$ cat src/rtl/parking_lot_controller.sv
// Occupancy manager and entry-gate sequencer for the parking lot.
// It keeps a saturating car count and runs the entry barrier
// through three states: IDLE, OPEN and CLOSE.
module parking_lot_controller #(
  parameter int unsigned CAPACITY     = 15,
  parameter int unsigned CNT_W        = 4,
  parameter int unsigned GATE_TIMEOUT = 50,
  parameter int unsigned TMR_W        = 6
) (
  input  logic             clk,
  input  logic             reset,
  input  logic             car_enter,
  input  logic             car_exit,
  input  logic             entry_req,
  output logic             gate_open,
  output logic [CNT_W-1:0] occupancy,
  output logic             lot_full,
  output logic             lot_empty,
  output logic             entry_denied,
  output logic             count_error
);

  localparam logic [CNT_W-1:0] CAP_VAL  = CNT_W'(CAPACITY);
  localparam logic [TMR_W-1:0] TMR_LOAD = TMR_W'(GATE_TIMEOUT - 1);

  typedef enum logic [1:0] {
    IDLE  = 2'd0,
    OPEN  = 2'd1,
    CLOSE = 2'd2
  } gate_state_t;

  gate_state_t      state;
  logic [TMR_W-1:0] timer;

  // Flags are decoded straight from the occupancy register.
  assign lot_full  = (occupancy == CAP_VAL);
  assign lot_empty = (occupancy == '0);

  // Saturating occupancy counter; a simultaneous enter and exit cancel out.
  always_ff @(posedge clk) begin
    if (reset) begin
      occupancy   <= '0;
      count_error <= 1'b0;
    end else begin
      count_error <= 1'b0;
      unique case ({car_enter, car_exit})
        2'b10: begin
          if (occupancy < CAP_VAL) occupancy <= occupancy + CNT_W'(1);
          else                     count_error <= 1'b1;
        end
        2'b01: begin
          if (occupancy != '0) occupancy <= occupancy - CNT_W'(1);
          else                 count_error <= 1'b1;
        end
        default: ;
      endcase
    end
  end

  // Entry barrier sequencer: grant when there is space, close on a car or on timeout.
  always_ff @(posedge clk) begin
    if (reset) begin
      state        <= IDLE;
      timer        <= '0;
      gate_open    <= 1'b0;
      entry_denied <= 1'b0;
    end else begin
      entry_denied <= 1'b0;
      unique case (state)
        IDLE: begin
          if (entry_req) begin
            if (!lot_full) begin
              state     <= OPEN;
              timer     <= TMR_LOAD;
              gate_open <= 1'b1;
            end else begin
              entry_denied <= 1'b1;
            end
          end
        end
        OPEN: begin
          if (car_enter || (timer == '0)) begin
            state     <= CLOSE;
            gate_open <= 1'b0;
          end else begin
            timer <= timer - TMR_W'(1);
          end
        end
        CLOSE: begin
          state     <= IDLE;
          gate_open <= 1'b0;
        end
        default: begin
          state     <= IDLE;
          gate_open <= 1'b0;
        end
      endcase
    end
  end

endmodule

$ cat config.mk
export PLATFORM = sky130hd
export DESIGN_NAME = parking_lot_controller
export DESIGN_NICKNAME = d
export VERILOG_FILES = /design/src/rtl/parking_lot_controller.sv
export SDC_FILE = /design/constraint.sdc
export NUM_CORES = 1
export LEC_CHECK = 0
export CAP_MARGIN = 20
export CORE_MARGIN = 10
export CORE_UTILIZATION = 54
export DETAILED_ROUTE_END_ITERATION = 10
export PLACE_DENSITY = 0.78
export REMOVE_ABC_BUFFERS = 1
export SYNTH_ARGS = -nofsm -noshare
export SYNTH_HDL_FRONTEND = slang
export SYNTH_SLANG_ARGS = --single-unit
$ cat constraint.sdc
create_clock -name clk -period 3.7 [get_ports clk]
set_clock_uncertainty 0.15 [all_clocks]
set_input_delay 0.37 -clock clk [delete_from_list [all_inputs] [get_ports clk]]
set_output_delay 0.37 -clock clk [all_outputs]
set_load 0.01 [all_outputs]
==> images/ff_map.png <==
(8 px per um)
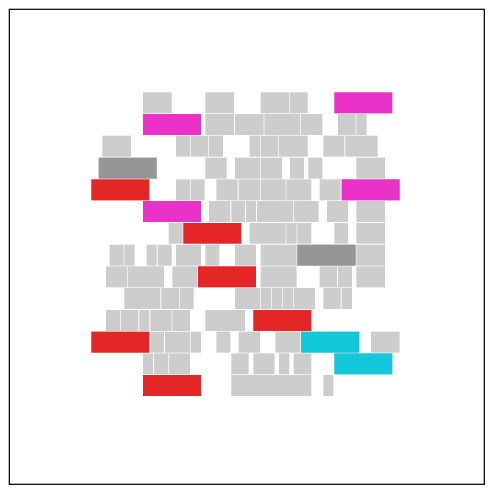
| name in the netlist | color | flops |
|---|---|---|
| occupancy | magenta | 4 |
| timer | red | 6 |
| state | cyan | 2 |
not colored: 2

==> images/clock_wires.png <==
(10 px per um)
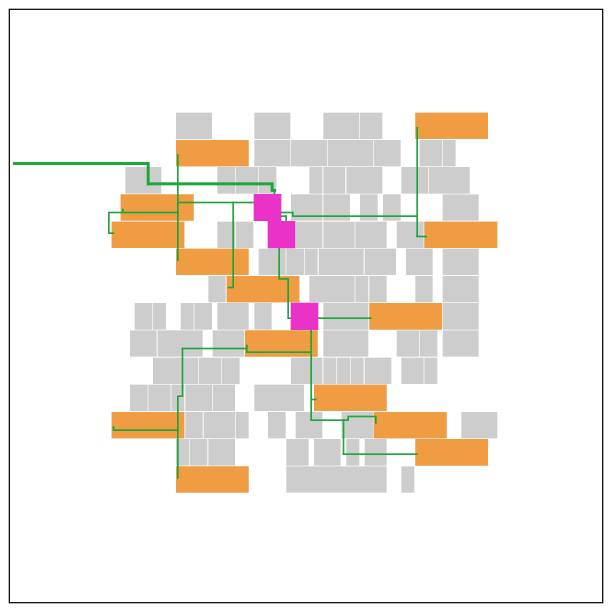
[clock wires] green | length: 181 um
[flip-flops] orange | count: 14
[clock-net drivers] magenta | count: 3
routed clock nets: 4

==> results.cfg <==
; synthesis and place-and-route metrics
[timing]
rsz0062_at_grt = false
finalHoldViolCount = 0
setup_violations = 0
tightest_slew_ns = 0.631

[synthesis]
ys_warn_count = 0
synth.largest_area_cell = dfxtp_1
ys_sh_mux_pct = 1.36
yosys_area_um2 = 830
yosysMostFrequentCell = dfxtp_1
area_leaders = dfxtp_1 (34%), ha_1 (9.0%), a21oi_1 (5.4%)

[worst_setup_path]
worstReg2RegEnd = timer[5]
endpoint_kind = flip-flop
path_buffers = 2

[placement]
pre_cts_slack_ns = 1.05

[final_layout]
largest_register_ffs = 6
fin_nets = 120

[cts]
cts-root-buf = clkbuf_4
cts_resized = 0
clk_latency_ns = 0.27
ctsLongestPathBuffers = 2
htree_levels = 1
path_clk_slew_ns = 0.08

[die]
io_pins = 14

[outcome]
status = finished clean

[drt]
totalWireLength_mm = 1.67
